--- src/rtl/card_dealer_if.sv ---
// Handshake bundle between the game FSM (master) and the card dealer (slave).
interface card_dealer_if;
    logic       shuffle_start;
    logic       deal_req;
    logic       deal_valid;
    logic [5:0] deal_card;
    logic       deal_err;
    logic       busy;
    logic       ready;
    logic [5:0] cards_left;

    modport master (
        output shuffle_start, deal_req,
        input  deal_valid, deal_card, deal_err, busy, ready, cards_left
    );

    modport slave (
        input  shuffle_start, deal_req,
        output deal_valid, deal_card, deal_err, busy, ready, cards_left
    );
endinterface

--- src/rtl/card_dealer.sv ---
// 52-card deck: rebuilt and Fisher-Yates shuffled from a free-running LFSR,
// then dealt one card per request with a single-cycle valid/err pulse.
module card_dealer #(
    parameter logic [15:0] LFSR_SEED  = 16'hACE1,
    parameter bit          SHUFFLE_EN = 1'b1
) (
    input logic          clk,
    input logic          reset,
    card_dealer_if.slave dif
);
    localparam logic [15:0] SeedEff  = (LFSR_SEED == 16'h0000) ? 16'h0001 : LFSR_SEED;
    localparam int unsigned NumCards = 52;

    typedef enum logic [1:0] {StIdle, StInit, StShuffle, StReady} state_e;

    state_e      st_q, st_d;
    logic [15:0] lfsr_q, lfsr_d;
    logic [5:0]  deck_q [NumCards];
    logic [5:0]  k_q, i_q, ptr_q, left_q, deal_card_q;
    logic        deal_valid_q, deal_err_q;
    logic [5:0]  mask, cand;
    logic        accept, deal_ok, busy, ready;

    assign lfsr_d = lfsr_q[0] ? ((lfsr_q >> 1) ^ 16'hB400) : (lfsr_q >> 1);

    // Smallest all-ones mask covering i, so candidates are rejected at most half the time.
    always_comb begin
        mask = 6'd1;
        if (i_q >= 6'd32)      mask = 6'd63;
        else if (i_q >= 6'd16) mask = 6'd31;
        else if (i_q >= 6'd8)  mask = 6'd15;
        else if (i_q >= 6'd4)  mask = 6'd7;
        else if (i_q >= 6'd2)  mask = 6'd3;
    end

    assign cand    = lfsr_q[5:0] & mask;
    assign accept  = (st_q == StShuffle) && (cand <= i_q);
    assign deal_ok = dif.deal_req && !dif.shuffle_start && (st_q == StReady) && (left_q != 6'd0);

    always_ff @(posedge clk) begin
        if (reset) st_q <= StIdle;
        else       st_q <= st_d;
    end

    always_comb begin
        st_d = st_q;
        if (dif.shuffle_start) begin
            st_d = StInit;
        end else begin
            case (st_q)
                StInit:    if (k_q == 6'd51) st_d = SHUFFLE_EN ? StShuffle : StReady;
                StShuffle: if (accept && (i_q == 6'd1)) st_d = StReady;
                default:   st_d = st_q;
            endcase
        end
    end

    always_comb begin
        busy  = (st_q == StInit) || (st_q == StShuffle);
        ready = (st_q == StReady);
    end

    always_ff @(posedge clk) begin
        if (reset) begin
            lfsr_q       <= SeedEff;
            k_q          <= 6'd0;
            i_q          <= 6'd51;
            ptr_q        <= 6'd0;
            left_q       <= 6'd0;
            deal_card_q  <= 6'd0;
            deal_valid_q <= 1'b0;
            deal_err_q   <= 1'b0;
        end else begin
            lfsr_q       <= lfsr_d;
            deal_valid_q <= deal_ok;
            deal_err_q   <= dif.deal_req && !deal_ok;
            if (dif.shuffle_start) begin
                k_q    <= 6'd0;
                i_q    <= 6'd51;
                ptr_q  <= 6'd0;
                left_q <= 6'd0;
            end else begin
                if (st_q == StInit) k_q <= k_q + 6'd1;
                if (accept)         i_q <= i_q - 6'd1;
                if ((st_d == StReady) && (st_q != StReady)) begin
                    left_q <= 6'd52;
                    ptr_q  <= 6'd0;
                end else if (deal_ok) begin
                    deal_card_q <= deck_q[ptr_q];
                    ptr_q       <= ptr_q + 6'd1;
                    left_q      <= left_q - 6'd1;
                end
            end
        end
    end

    // Deck storage has no reset: INIT rewrites every entry before it is ever read.
    always_ff @(posedge clk) begin
        if (!reset && !dif.shuffle_start) begin
            if (st_q == StInit) begin
                deck_q[k_q] <= k_q;
            end else if (accept) begin
                deck_q[i_q]  <= deck_q[cand];
                deck_q[cand] <= deck_q[i_q];
            end
        end
    end

    assign dif.deal_valid = deal_valid_q;
    assign dif.deal_err   = deal_err_q;
    assign dif.deal_card  = deal_card_q;
    assign dif.cards_left = left_q;
    assign dif.busy       = busy;
    assign dif.ready      = ready;
endmodule

--- src/flat_wrapper.sv ---
// flat-port wrapper written by rule: the top's interface ports become plain ports
module card_dealer_flat 
#(
    parameter logic [15:0] LFSR_SEED  = 16'hACE1,
    parameter bit          SHUFFLE_EN = 1'b1
)
  (clk, reset, dif_shuffle_start, dif_deal_req, dif_deal_valid, dif_deal_card, dif_deal_err, dif_busy, dif_ready, dif_cards_left);
  card_dealer_if dif_i ();
  input logic clk;
  input logic reset;
  input wire logic [$bits(dif_i.shuffle_start)-1:0] dif_shuffle_start;
  input wire logic [$bits(dif_i.deal_req)-1:0] dif_deal_req;
  output wire logic [$bits(dif_i.deal_valid)-1:0] dif_deal_valid;
  output wire logic [$bits(dif_i.deal_card)-1:0] dif_deal_card;
  output wire logic [$bits(dif_i.deal_err)-1:0] dif_deal_err;
  output wire logic [$bits(dif_i.busy)-1:0] dif_busy;
  output wire logic [$bits(dif_i.ready)-1:0] dif_ready;
  output wire logic [$bits(dif_i.cards_left)-1:0] dif_cards_left;
  assign dif_i.shuffle_start = dif_shuffle_start;
  assign dif_i.deal_req = dif_deal_req;
  assign dif_deal_valid = dif_i.deal_valid;
  assign dif_deal_card = dif_i.deal_card;
  assign dif_deal_err = dif_i.deal_err;
  assign dif_busy = dif_i.busy;
  assign dif_ready = dif_i.ready;
  assign dif_cards_left = dif_i.cards_left;
  card_dealer #(.LFSR_SEED(LFSR_SEED), .SHUFFLE_EN(SHUFFLE_EN)) u_core (.clk(clk), .reset(reset), .dif(dif_i));
endmodule
--- config.mk ---
export PLATFORM = sky130hd
export DESIGN_NAME = card_dealer_flat
export DESIGN_NICKNAME = d
export VERILOG_FILES = /design/src/rtl/card_dealer_if.sv /design/src/rtl/card_dealer.sv /design/src/flat_wrapper.sv
export SDC_FILE = /design/constraint.sdc
export NUM_CORES = 1
export LEC_CHECK = 0
export ABC_CLOCK_PERIOD_IN_PS = 6050
export CAP_MARGIN = 20
export CORE_ASPECT_RATIO = 0.9
export CORE_UTILIZATION = 55
export DETAILED_ROUTE_END_ITERATION = 10
export PLACE_DENSITY = 0.75
export SYNTH_ARGS = -nofsm -noshare
export SYNTH_HDL_FRONTEND = slang
export SYNTH_SLANG_ARGS = --single-unit
--- constraint.sdc ---
create_clock -name clk -period 6.05 [get_ports clk]
set_input_delay 0.9075 -clock clk [delete_from_list [all_inputs] [get_ports clk]]
set_output_delay 0.9075 -clock clk [all_outputs]
set_load 0.005 [all_outputs]
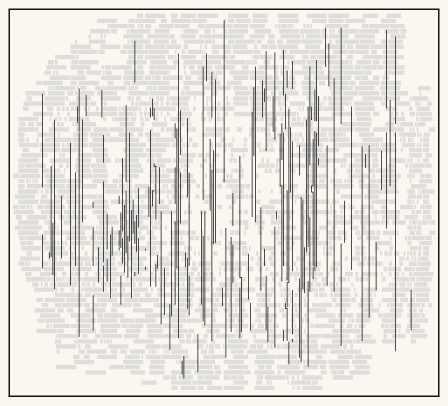
run_1/m4.png
The longest straight run is 150 µm. 125 nets have wire on it. The layer holds 6.2% of the routed length. The wires run mostly vertical.
total wire length: 94,800 µm
Vias: 20,200

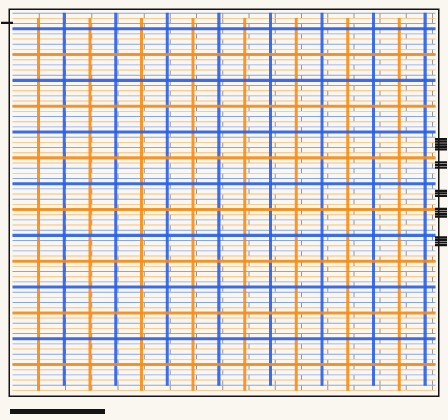
run_1/floorplan.png
The bar under the picture is 50 µm long. Pins as bars on the die edge. Tap cells in gray.
VDD: marked blue. VSS: marked orange.
16 straps on met4. 600 tap cells. 74 met1 rails follow the rows.

==> notes.md, run 1 <==
The layout was made with Yosys and OpenROAD.

The flow ran to the end, and the final reports show no timing, DRC or antenna violations. The floorplan die width is 225 µm. The report lists the cells along the critical path as or3_1 > and2_0 > ha_1 > a211oi_1 > nor2_1 > o31ai_2 > buf_4 > nand4_1 > nor2_1 > nor2_1 > a31oi_1. The layout net count is 1,976. The detailed-routed wire length on met3 is 16,700 µm. The via count of the first global-routing pass came to 19,200.

In this run, the synthesized area fraction spent on AND-OR/OR-AND gates is recorded as 10.7%. The met2 usage is 58.6%. The power report lists the sequential group at 2.73 mW. The synthesis log from Yosys contains 0 warnings. According to the timing report, the arrival time at the worst endpoint equals 5.77 ns. The distinct cell type count after synthesis is 77. The cell resize tally after clock tree synthesis is 0. The buffer levels on the longest clock path is 3. The primary flip-flop cell chosen by synthesis mapping is edfxtp_1. All stages included, the depth of the critical timing path comes to 11. The pin closest to its max-slew limit shows a slew of 1.26 ns.

The instance count of the mapped netlist is 2,010. The clock transition at the registers of the reported paths is 0.06 ns. STA classifies the critical path startpoint as a register. The script computed the net switching share of total power as 23.1%. The number of flip-flops under the largest register name is 312. For reference, the critical path is launched at u_core.i_q[5]$_SDFFE_PN1N_. The number of cells traversed by the worst hold path is 1. Ranked by total cell area, the synthesized netlist is headed by edfxtp_1 (38%), mux4_2 (21%), mux2i_1 (10%), dfxtp_1 (4.5%), o21ai_0 (3.2%). The count of pins over their slew limit is 0. STA classifies the critical path endpoint as a register.

The most used cell along the critical path is nor2_1. According to the Yosys statistics, the synthesized design has a chip area of 24,700 µm². The initial antenna violation count came to 3. The number of standard cells reported by yosys is 2,010. The total non-filler cell area in the finished layout is 26,700 µm². The worst-case IR drop observed on VDD is 197 µV.

The HPWL reported at the end of detailed placement is 66,400 µm. The number of storage elements in the synthesis netlist is 368. The final sequential cell count is 368. The post-synth count of flops with an enable pin is 312. The area of the core is 44,200 µm². Warnings raised by the tools during the run amount to 35.

The number of setup buffers added after CTS is 0. The depth of the CTS H-tree is 2. The clock tree from TritonCTS is yes. In the final layout, clock buffers and inverters account for 4.84% of the cell area. RePlAce ended its routability-driven mode at a weighted congestion of 1.08. The cell family contributing the most delay on the critical path is simple AND/OR/NAND/NOR gates. The adder-cell area share of the yosys netlist is 0.862%.

In this run the remaining antenna-violating nets after routing total 0. The maximum clock frequency is 186 MHz. After layout, the minimum clock period comes to 5.38 ns.

The flow reports power dissipated in combinational cells as 282 µW. Post-route period utilization is reported as 88.9%. Measured on the final layout, buffering overhead outside the clock network stands at 3.37%. In this run the cell area of the synthesized design comes to 24,700 µm². The synthesized area divided by synthesized cell count is 12.3 µm². The final layout report lists a non-clock buffer count of 107. In the hold report, the worst path ends at u_core.lfsr_q[11]$_SDFF_PP1_. The wire length of the first global-routing pass is 137,000 µm.

The startpoint of the tightest hold check path is u_core.lfsr_q[12]$_SDFF_PP0_. By area, the class that comes first in the final layout consists of logic gates. The classification of the worst-slack hold path is register to register.

In the final layout, the clock buffer count is 45. The share of async-settable or async-resettable flops after synthesis is 0%. The layout report lists the multi-input gate area as 13,200 µm². The number of violations reported at the end of detailed-routing iteration 0 is 3,677. The final global-route overflow total is 0. By instance count after routing, the leading logic cell types are edfxtp_1 (312), mux2i_1 (246), mux4_2 (228). Of the cells placed in the final design, the portion with a size suffix greater than 1 is 22.2%. The xor-xnor portion of the synthesized cell area is 0.710%. The slowest stage of the critical path belongs to the cell nor2_1. The most instantiated logic cell after routing is edfxtp_1. The detailed router put a total of 32,500 µm of wire on met1. The multiplexer share of the synthesized area is 31.7%. Of the total power, combinational logic draws 5.1%. The total negative slack for setup checks is 0 ns. The routed wire length on met2 is 39,600 µm. In this run the core area contains 73 standard-cell rows.

The total of fill cells in the finished design is 3,579. By startpoint and endpoint, the worst setup path is classified as register to register. The placed instance area is 25,400 µm². The longest individual stage delay on the worst path is 1.15 ns.

The simple-gate area share of the yosys netlist is 8.98%. The finished layout holds 2,581 standard cells, fillers aside. The remaining design rule violation count is 0. After detailed placement, the design holds a cell count of 2,512. The first detailed-routing pass ran for 6 iterations. The met1 global-route usage is 56.2%.

The most critical hold endpoint after final layout shows a slack of 0.407 ns. Overall power consumption after layout is estimated at 5.55 mW. The largest registers in the layout are u_core.deck_q (312), u_core.lfsr_q (16).

The clock reaches the later pin of the worst-skew pair after 0.58 ns. The pin count of the biggest net entering global routing is 119. The layout report lists the combined flip-flop and latch area as 10,500 µm². The internal power consumption is 4.27 mW. Along the worst path, the maximum fanout reaches 22. In the floorplan report the effective utilization is 55.8%.

STA puts the critical path data required time at 6.44 ns. Yosys instantiated no cell more often than edfxtp_1. The tree built by TritonCTS fans out to 368 sinks. The overall die size recorded for this design is 45,700 µm².

The area fraction of the largest cell type after synthesis is 38.0%. Dividing total power by cell area gives a power density of 208 nW/µm². The share of total power in the clock network is 45.6%. More flip-flops sit in one register than any other, and that register is u_core.deck_q. The number of nets handed over by synthesis was 2,031. The fraction of area in multi-input gates is 49.3%. The worst register-to-register path ends at u_core.deck_q[14][1]$_DFFE_PP_. Per the finish-stage timing summary, setup violations number 0.

Setup repair after global routing left no endpoint under its margin. The register fraction of the total cell area is 39.4%. The switching power of the nets is 1.28 mW. The post-placement setup slack is 1.00 ns. After layout, the worst setup slack is 0.670 ns. The biggest power consumer among the groups is registers. Signal nets in the final route climb as high as met5. For reference, the final report shows the hold violation count at 0.

The max-cap violation count is 0. Buffers inserted during clock tree synthesis total 41. The worst setup path endpoint is u_core.deck_q[14][1]$_DFFE_PP_. The script extracted a total leakage power of 8.60 nW. Of the total power, registers draw 49.3%. For the worst flop-to-flop path, the logic depth is 11. The design received a total of 600 well taps at floorplan. The largest family of logic cells by area is multiplexers. For this run, combinational gates with multiple inputs come to 1,416.
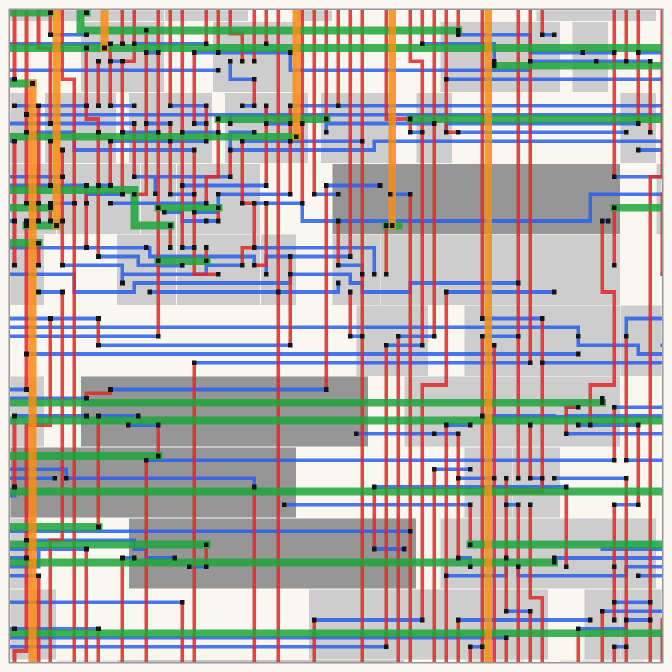
run_1/closeup.png
Window x 156 to 181, y 38 to 63 µm. Cells in gray, sequential cells in the stronger gray; small squares are vias.
M3: marked green. M4: marked orange. M1: marked blue. M2: marked red.
36 logic cells have their middle in the window. Sequential cells in the window: 4. Netlist names of flops here include u_core.deck_q (4). Most frequent: a41oi_1 (4), buf_4 (4), edfxtp_1 (4).

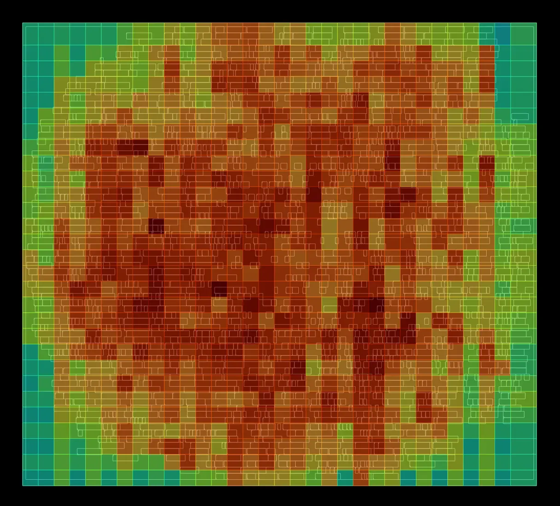
run_1/congestion_map.png
Layout Utilization: 60.4%
met3 Track Usage GR: 17.1%
Tot GR Track Use: 42.0%

--- run 2 (diff from run 1) ---
- CTS_CLUSTER_DIAMETER: default -> 150
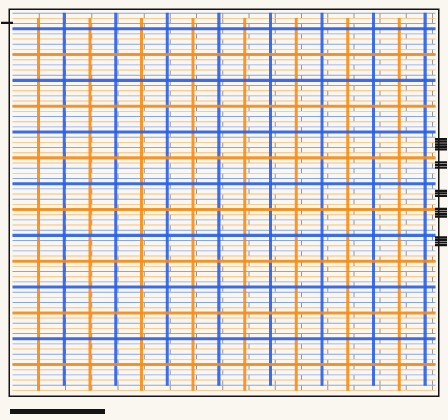
run_2/floorplan.png
The bar under the picture is 50 µm long. Pins as bars on the die edge. Tap cells in gray.
die width: 225 µm
VDD IR max: 197 µV
Std-Cell Core Area: 44,200 µm²
die height: 203 µm

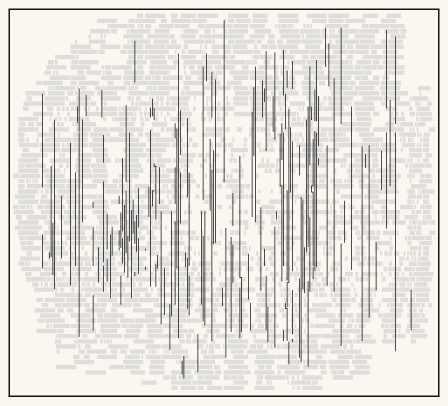
run_2/m4.png
The layer holds 6.2% of the routed length. The wires run mostly vertical. 125 nets have wire on it. The layer carries 5,900 µm of wire.

==> notes.md, run 2 <==
The layout was made with Yosys and OpenROAD.

The final global-route overflow total is 0 (unchanged). The area of the mapped netlist came to 24,700 µm² (unchanged). The adder-cell area share of the yosys netlist is 0.862% (unchanged).

The largest fanout on the critical path is 22 (unchanged). The fraction of the mapped netlist area in compound gates was 10.7% (unchanged). RSZ-0062 raised after global routing: false (unchanged).

The met1 global-route usage is 56.2% (unchanged). The total sequential power is 2.73 mW (about the same). The number of violations reported at the end of detailed-routing iteration 0 is 3,677 (unchanged). The total routed wire length on the met1 layer is 32,500 µm (unchanged). The net count after synthesis is 2,031 (unchanged).

The class of the most critical setup path is register to register (unchanged). The layout net count is 1,976 (unchanged). The most instantiated logic cell after routing is edfxtp_1 (unchanged). The multiplexer share of the synthesized area came to 31.7% (unchanged). The combinational power share is 5.1% (about the same). The endpoint of the lowest-slack register-to-register path is u_core.deck_q[14][1]$_DFFE_PP_ (unchanged). The total of fill cells in the finished design is 3,579 (unchanged). The instance count of the mapped netlist is 2,010 (unchanged). The most used cell along the critical path is nor2_1 (unchanged).

The worst setup path endpoint is u_core.deck_q[14][1]$_DFFE_PP_ (unchanged). The initial antenna violation count is 3 (unchanged). The max-cap violation count was 0 (unchanged). The startpoint of the tightest hold check path is u_core.lfsr_q[12]$_SDFF_PP0_ (unchanged). The depth of the CTS H-tree came to 2 (unchanged). The detailed-router iteration count before antenna repair is 6 (unchanged). The multi-input combinational cell count is 1,416 (unchanged).

The yosys-reported design area after synthesis is 24,700 µm² (unchanged). The full die area is 45,700 µm² (unchanged). The critical path arrival is 5.77 ns (about the same). The total negative slack for setup checks is 0 ns (unchanged).

The highest layer used for signal routing is met5 (unchanged). The via count of the first global-routing pass is 19,200 (unchanged). The switching power of the nets is 1.28 mW (unchanged).

The number of standard cells reported by yosys came to 2,010 (unchanged). The total non-filler cell area in the finished layout is 26,700 µm² (unchanged). CP Cell Sequence: or3_1 > and2_0 > ha_1 > a211oi_1 > nor2_1 > o31ai_2 > buf_4 > nand4_1 > nor2_1 > nor2_1 > a31oi_1 (unchanged). The internal power consumption is 4.27 mW (unchanged). The synthesized area divided by synthesized cell count is 12.3 µm² (unchanged). The number of cells on the critical path is 11 (unchanged). The met2 usage is 58.6% (unchanged). The top register by number of flip-flops is u_core.deck_q (unchanged). The buffer levels on the longest clock path is 3 (unchanged). The share of async-settable or async-resettable flops after synthesis is 0% (unchanged).

The buffer share of cell area was 3.37% (unchanged). The xor-xnor portion of the synthesized cell area was 0.710% (unchanged). The OpenROAD warning count is 35 (unchanged).

The register fraction of the total cell area came to 39.4% (unchanged). The yosys synthesis warning count came to 0 (unchanged). The total power is 5.55 mW (unchanged). The final sequential cell count is 368 (unchanged). The post-layout period usage of the worst path is 88.9% (unchanged). The longest individual stage delay on the worst path is 1.15 ns (about the same). The cell family contributing the most delay on the critical path was simple AND/OR/NAND/NOR gates (unchanged). The simple-gate area share of the yosys netlist is 8.98% (unchanged).

The clock transition at the registers of the reported paths is 0.06 ns (about the same). The part of the power in registers is 49.3% (about the same). The endpoint type of the worst setup path is a register (unchanged). The end point of the worst hold path is u_core.lfsr_q[11]$_SDFF_PP1_ (unchanged). The number of cells traversed by the worst hold path is 1 (unchanged).

The area of all sequential standard cells is 10,500 µm² (unchanged). The total number of tap cells is 600 (unchanged). The final critical-path setup slack came to 0.670 ns (unchanged). The overall routing resource usage was 42.0% (unchanged).

The layout buffer count excluding clock buffers is 107 (unchanged). The site row count is 73 (unchanged). The final period demand of the worst path is 5.38 ns (unchanged). The routability congestion estimate from global placement is 1.08 (unchanged). The timing startpoint of the critical path is u_core.i_q[5]$_SDFFE_PN1N_ (unchanged). The number of clock sinks is 368 (unchanged). The fraction of layout instances using a drive strength above 1 is 22.2% (unchanged). The count of pins over their slew limit came to 0 (unchanged). The hold violation count in the final report is 0 (unchanged). The largest family of logic cells by area is multiplexers (unchanged).

The clock latency at the later pin of the worst-skew pair is 0.58 ns (about the same). The pin count of the biggest net entering global routing was 119 (unchanged). The initial core utilization is 55.8% (unchanged). The maximum clock frequency is 186 MHz (unchanged). The post-CTS setup buffer count is 0 (unchanged).

Run status: finished, final reports clean (unchanged). The post-placement setup slack is 1.00 ns (unchanged).
No activity file was given, so power comes from the tool's default toggle rates.
